[config.mk]
export PLATFORM = sky130hd
export DESIGN_NAME = dram_result_streamer
export DESIGN_NICKNAME = d
export VERILOG_FILES = /design/src/rtl/dram_result_streamer_pkg.sv /design/src/rtl/dram_result_streamer_skid_buf.sv /design/src/rtl/dram_result_streamer.sv
export SDC_FILE = /design/constraint.sdc
export NUM_CORES = 1
export LEC_CHECK = 0
export CORE_MARGIN = 1
export CORE_UTILIZATION = 35
export DETAILED_ROUTE_END_ITERATION = 16
export HOLD_SLACK_MARGIN = 0.06
export REMOVE_ABC_BUFFERS = 1
export SLEW_MARGIN = 0
export SYNTH_ARGS = -nofsm -noshare
export SYNTH_HDL_FRONTEND = slang
export SYNTH_SLANG_ARGS = --single-unit
[constraint.sdc]
create_clock -name i_clk -period 3.41 [get_ports i_clk]
set_clock_uncertainty 0.1 [all_clocks]
set_input_delay 0.5115 -clock i_clk [delete_from_list [all_inputs] [get_ports i_clk]]
set_output_delay 0.5115 -clock i_clk [all_outputs]
set_load 0.05 [all_outputs]
[src/rtl/dram_result_streamer_pkg.sv]
// rtl/dram_result_streamer_pkg.sv - shared states, defaults and credit helper for the DRAM result streamer
package dram_result_streamer_pkg;

    localparam int DEF_ADDR_W       = 16;
    localparam int DEF_DATA_W       = 8;
    localparam int DEF_PTR_ADDR     = 12;
    localparam int DEF_END_ADDR     = 511;
    localparam int DEF_BUSY_TIMEOUT = 64;
    localparam int CORE_CNT         = 4;

    typedef enum logic [2:0] {
        ST_IDLE,
        ST_WAIT_BUSY,
        ST_WAIT_IDLE,
        ST_FETCH_PTR,
        ST_PTR_CAP,
        ST_STREAM,
        ST_DONE
    } state_t;

    // Skid-buffer slots committed at the next edge: what stays after this cycle's pop plus the
    // DRAM return landing this cycle. A new read may issue only while this is below 2.
    function automatic logic [2:0] credit_use(input logic [1:0] occ, input logic pop,
                                              input logic inflight);
        return 3'(occ) - 3'(pop) + 3'(inflight);
    endfunction

endpackage

[src/rtl/dram_result_streamer_skid_buf.sv]
// rtl/dram_result_streamer_skid_buf.sv - 2-entry {last,data} buffer absorbing the DRAM read latency
module dram_result_streamer_skid_buf #(
    parameter int DATA_W = 8
) (
    input  logic              clk,
    input  logic              rst,
    input  logic [DATA_W-1:0] s_tdata,
    input  logic              s_tlast,
    input  logic              s_tvalid,
    output logic              s_tready,
    output logic [DATA_W-1:0] m_tdata,
    output logic              m_tlast,
    output logic              m_tvalid,
    input  logic              m_tready,
    output logic [1:0]        count
);

    logic [DATA_W-1:0] buf_data [2];
    logic              buf_last [2];
    logic              rptr;
    logic              wptr;
    logic [1:0]        cnt;
    logic              push;
    logic              pop;

    assign m_tvalid = (cnt != 2'd0);
    assign m_tdata  = buf_data[rptr];
    assign m_tlast  = buf_last[rptr];
    assign s_tready = (cnt != 2'd2) | m_tready;
    assign push     = s_tvalid & s_tready;
    assign pop      = m_tvalid & m_tready;
    assign count    = cnt;

    // Circular two-slot store; the head never moves until popped, so output holds under stall.
    always_ff @(posedge clk or posedge rst) begin
        if (rst) begin
            buf_data[0] <= '0;
            buf_data[1] <= '0;
            buf_last[0] <= 1'b0;
            buf_last[1] <= 1'b0;
            rptr        <= 1'b0;
            wptr        <= 1'b0;
            cnt         <= 2'd0;
        end else begin
            if (push) begin
                buf_data[wptr] <= s_tdata;
                buf_last[wptr] <= s_tlast;
                wptr           <= ~wptr;
            end
            if (pop) begin
                rptr <= ~rptr;
            end
            cnt <= cnt + 2'(push) - 2'(pop);
        end
    end

endmodule

[src/rtl/dram_result_streamer.sv]
// rtl/dram_result_streamer.sv - drains DRAM[ptr..END_ADDR] to a valid/ready stream; STREAM_CHECKSUM_EN appends an XOR byte
module dram_result_streamer
    import dram_result_streamer_pkg::*;
#(
    parameter int ADDR_W       = DEF_ADDR_W,
    parameter int DATA_W       = DEF_DATA_W,
    parameter int PTR_ADDR     = DEF_PTR_ADDR,
    parameter int END_ADDR     = DEF_END_ADDR,
    parameter int BUSY_TIMEOUT = DEF_BUSY_TIMEOUT
) (
    input  logic                i_clk,
    input  logic                i_rst,
    input  logic                i_start,
    input  logic [CORE_CNT-1:0] i_busy,
    output logic                o_dram_rd,
    output logic [ADDR_W-1:0]   o_dram_addr,
    input  logic [DATA_W-1:0]   i_dram_data,
    output logic [DATA_W-1:0]   o_data,
    output logic                o_valid,
    input  logic                i_ready,
    output logic                o_last,
    output logic                o_active,
    output logic                o_done
);

    localparam int              TO_W    = $clog2(BUSY_TIMEOUT + 1);
    localparam logic [TO_W-1:0] TO_LAST = TO_W'(BUSY_TIMEOUT - 1);
    localparam logic [ADDR_W-1:0] PTR_A = ADDR_W'(PTR_ADDR);
    localparam logic [ADDR_W-1:0] END_A = ADDR_W'(END_ADDR);

    state_t              state;
    state_t              state_nxt;
    logic                start_q;
    logic [TO_W-1:0]     to_cnt;
    logic [ADDR_W-1:0]   rd_addr;
    logic [ADDR_W-1:0]   base;
    logic                base_past_end;
    logic                rd_pending;
    logic                inflight;
    logic                inflight_last;
    logic                issue;
    logic                issue_last;
    logic                push_valid;
    logic                push_last;
    logic                push_ready;
    logic [DATA_W-1:0]   push_data;
    logic [1:0]          sb_count;
    logic                pop;

    assign base          = ADDR_W'(i_dram_data);
    assign base_past_end = (base > END_A);
    assign pop           = o_valid & i_ready;

`ifdef STREAM_CHECKSUM_EN
    logic [DATA_W-1:0] ck;
    logic              ck_sent;
    logic              ck_push;

    // Checksum byte goes in only after every data return has been folded into ck.
    assign ck_push    = (state == ST_STREAM) & ~rd_pending & ~inflight & ~ck_sent & push_ready;
    assign push_valid = inflight | ck_push;
    assign push_data  = inflight ? i_dram_data : ck;
    assign push_last  = inflight ? inflight_last : 1'b1;
    assign issue_last = 1'b0;

    // XOR-fold each returned data byte; cleared when a new base pointer is captured.
    always_ff @(posedge i_clk or posedge i_rst) begin
        if (i_rst) begin
            ck      <= '0;
            ck_sent <= 1'b0;
        end else if (state == ST_PTR_CAP) begin
            ck      <= '0;
            ck_sent <= 1'b0;
        end else begin
            if (inflight) begin
                ck <= ck ^ i_dram_data;
            end
            if (ck_push) begin
                ck_sent <= 1'b1;
            end
        end
    end
`else
    assign push_valid = inflight;
    assign push_data  = i_dram_data;
    assign push_last  = inflight_last;
    assign issue_last = (rd_addr == END_A);
`endif

    // Control registers: state, start edge history, timeout, read address and in-flight tag.
    always_ff @(posedge i_clk or posedge i_rst) begin
        if (i_rst) begin
            state         <= ST_IDLE;
            start_q       <= 1'b1;  // a level still high after reset is not a fresh edge
            to_cnt        <= '0;
            rd_addr       <= '0;
            rd_pending    <= 1'b0;
            inflight      <= 1'b0;
            inflight_last <= 1'b0;
        end else begin
            state         <= state_nxt;
            start_q       <= i_start;
            inflight      <= issue;
            inflight_last <= issue & issue_last;
            to_cnt        <= (state == ST_WAIT_BUSY) ? to_cnt + TO_W'(1) : '0;
            if (state == ST_PTR_CAP) begin
                rd_addr    <= base;
                rd_pending <= ~base_past_end;
            end else if (issue) begin
                rd_addr <= rd_addr + ADDR_W'(1);
                if (rd_addr == END_A) begin
                    rd_pending <= 1'b0;
                end
            end
        end
    end

    // Next-state, DRAM port drive and read issue; reads are credit-gated by buffer space.
    always_comb begin
        state_nxt   = state;
        o_dram_rd   = 1'b0;
        o_dram_addr = '0;
        o_active    = 1'b0;
        o_done      = 1'b0;
        issue       = 1'b0;
        case (state)
            ST_IDLE: begin
                if (i_start & ~start_q) state_nxt = ST_WAIT_BUSY;
            end
            ST_WAIT_BUSY: begin
                if ((|i_busy) || (to_cnt == TO_LAST)) state_nxt = ST_WAIT_IDLE;
            end
            ST_WAIT_IDLE: begin
                if (i_busy == '0) state_nxt = ST_FETCH_PTR;
            end
            ST_FETCH_PTR: begin
                o_active    = 1'b1;
                o_dram_rd   = 1'b1;
                o_dram_addr = PTR_A;
                state_nxt   = ST_PTR_CAP;
            end
            ST_PTR_CAP: begin
                o_active = 1'b1;
`ifdef STREAM_CHECKSUM_EN
                state_nxt = ST_STREAM;
`else
                state_nxt = base_past_end ? ST_DONE : ST_STREAM;
`endif
            end
            ST_STREAM: begin
                o_active    = 1'b1;
                issue       = rd_pending & push_ready &
                              (credit_use(sb_count, pop, inflight) < 3'd2);
                o_dram_rd   = issue;
                o_dram_addr = rd_addr;
                if (pop & o_last) state_nxt = ST_DONE;
            end
            ST_DONE: begin
                o_done    = 1'b1;
                state_nxt = ST_IDLE;
            end
            default: state_nxt = ST_IDLE;
        endcase
    end

    dram_result_streamer_skid_buf #(
        .DATA_W (DATA_W)
    ) u_skid (
        .clk      (i_clk),
        .rst      (i_rst),
        .s_tdata  (push_data),
        .s_tlast  (push_last),
        .s_tvalid (push_valid),
        .s_tready (push_ready),
        .m_tdata  (o_data),
        .m_tlast  (o_last),
        .m_tvalid (o_valid),
        .m_tready (i_ready),
        .count    (sb_count)
    );

endmodule

==> Slide: Implementation Results <==
Flow Results at a Glance

Min path
  – Hold path startpoint: to_cnt[0]
  – Min-delay worst type: flip-flop to flip-flop

STA
  – FMAX: 302 MHz
  – Worst setup margin: 0.0933 ns
  – Fin. Hold Viols: 0
  – Post-route setup TNS: 0 ns
  – Max Slew Vio Count: 0

Logic synthesis
  – XOR Share, Synth: 2.26%
  – Synth unique cells: 52
  – Post-synth top area cell: dfrtp_1
  – Syn_area_per_cell: 10.5 µm²
  – YS warnings: 0
  – Dominant flop cell: dfrtp_1
  – #FFs+latches synth: 52
  – Synth top area cells: dfrtp_1, mux2_2, and3_1
  – Post-Synth AOI/OAI Area: 8.76%
  – Register share after synthesis: 48.0%
  – Instance count of the mapped netlist: 258
  – Ys async rst share: 100%
  – Yosys cell count: 258
  – Simple Share, Synth: 19.6%
  – Synth mux share: 14.2%

Clock network
  – Root cell of the clock tree: clkbuf_8
  – Post-cts hold buffer count: 0
  – Bufs on Longest Clock Path: 2
  – Post-CTS setup buffers: 1
  – CTS HTree Levels: 2

Worst setup path
  – WS Path Type: flip-flop to output port
  – CP bufs+invs: 3
  – RR Startpoint: u_skid.count[1]
  – Crit start category: flip-flop
  – Largest stage delay, worst path: 0.53 ns
  – Worst Reg-to-Reg Cells: 13
  – Crit path capture type: output port

Detailed routing
  – Vias/cell: 5.19
  – Met2 wire length: 2880 µm
  – First-pass DRT Iterations: 4
  – Metal3 WL: 268 µm
  – Residual DRC count: 0
  – Via count: 2129
  – Initial drt markers: 66
  – Remaining antenna violation count after routing: 0

Place
  – DP Area: 0.00331 mm²
  – Final HPWL DP: 4250 µm
  – Placer congestion estimate: 0.744
  – PortBufs: 44

Cells and area
  – Logic inverters: 13
  – Most frequent cells in the layout: dfrtp_1, clkdlybuf4s50_1, mux2_2
  – Design area: 0.00344 mm²
  – Synth-to-Final Area Change: 26.6%
  – CLK BUF: 5
  – Top flop regs: rd_addr x16, u_skid.buf_data x16, to_cnt x7
  – Layout non-clock buf frac: 15.9%
  – Bufs w/o clock: 57
  – Clk cell area share: 2.84%
  – Logic area: 0.00132 mm²
  – Final net count: 332

Power
  – Worst IR Drop VDD: 299 µV
  – Tot Pwr: 2.22 mW
  – Pwr/cell area: 645 mW/mm²
  – Lkg Pwr: 1.59 nW
  – Internal: 1.30 mW
  – Comb. pwr: 0.872 mW
  – Sequential Power Share: 43.2%

Die
  – Core footprint: 0.00737 mm²
  – Io pins: 45
  – Die width: 90.1 µm
  – Site row count: 31

GRT
  – Vias in the first global route: 2110
  – Antenna violations before repair: 0
  – Routing usage on met2: 25.8%
  – Most utilized layer in the global route result: met2

Status
  – Outcome: completed
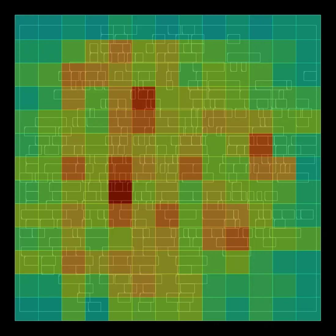
congestion_map.png
Finished Core Util: 46.6%
overall routing resource usage: 15.7%
met1 usage: 21.7%
met3 usage: 3.21%

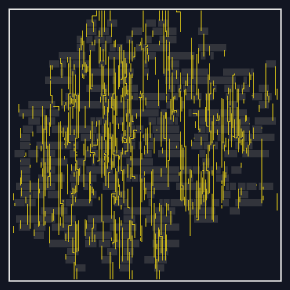
m2.png
Scale: 3 px per µm.
wire length on this layer: 2880 µm
longest straight run: 37.4 µm

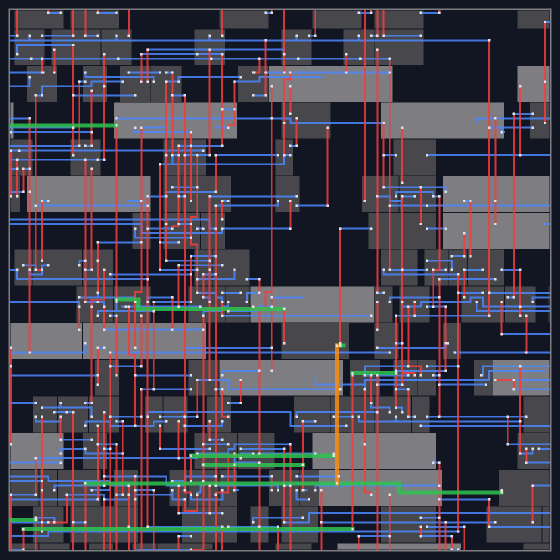
closeup.png
Window x 25 to 65, y 43 to 83 µm. Cells in grey, sequential cells in the stronger grey; small squares are vias.
legend:
  green:
    layer: M3
  blue:
    layer: M1
  orange:
    layer: M4
  red:
    layer: M2
most frequent: dfrtp_1 (12)
cells with their middle in the window: 103
netlist names of flops here include: rd_addr (7), state (3)
sequential cells in the window: 12

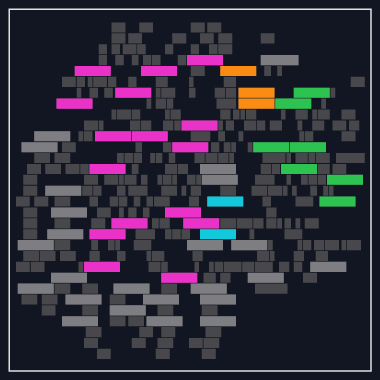
ff_map.png
Scale: 4 px per µm.
legend:
  green:
    name_in_the_netlist: to_cnt
    placed_flops: 7
  cyan:
    name_in_the_netlist: u_skid.buf_last
    placed_flops: 2
  orange:
    name_in_the_netlist: state
    placed_flops: 3
  magenta:
    name_in_the_netlist: rd_addr
    placed_flops: 16
Seq group: 0.957 mW
Flop area: 0.00130 mm²

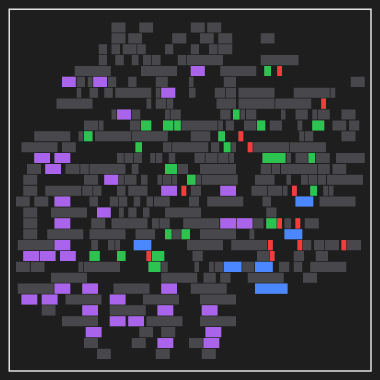
gates.png
Scale: 4 px per µm.
legend:
  red:
    family: inv cells
    cells: 13
    most_used: inv_1
  blue:
    family: fa/ha/maj cells
    cells: 6
    most_used: ha_1
  green:
    family: aoi and oai cells
    cells: 23
    most_used: a21oi_1
  purple:
    family: mux cells
    cells: 35
    most_used: mux2_2
fin cells: 410
Comb/total area: 38.3%

Power is estimated from default activity; no workload was simulated.
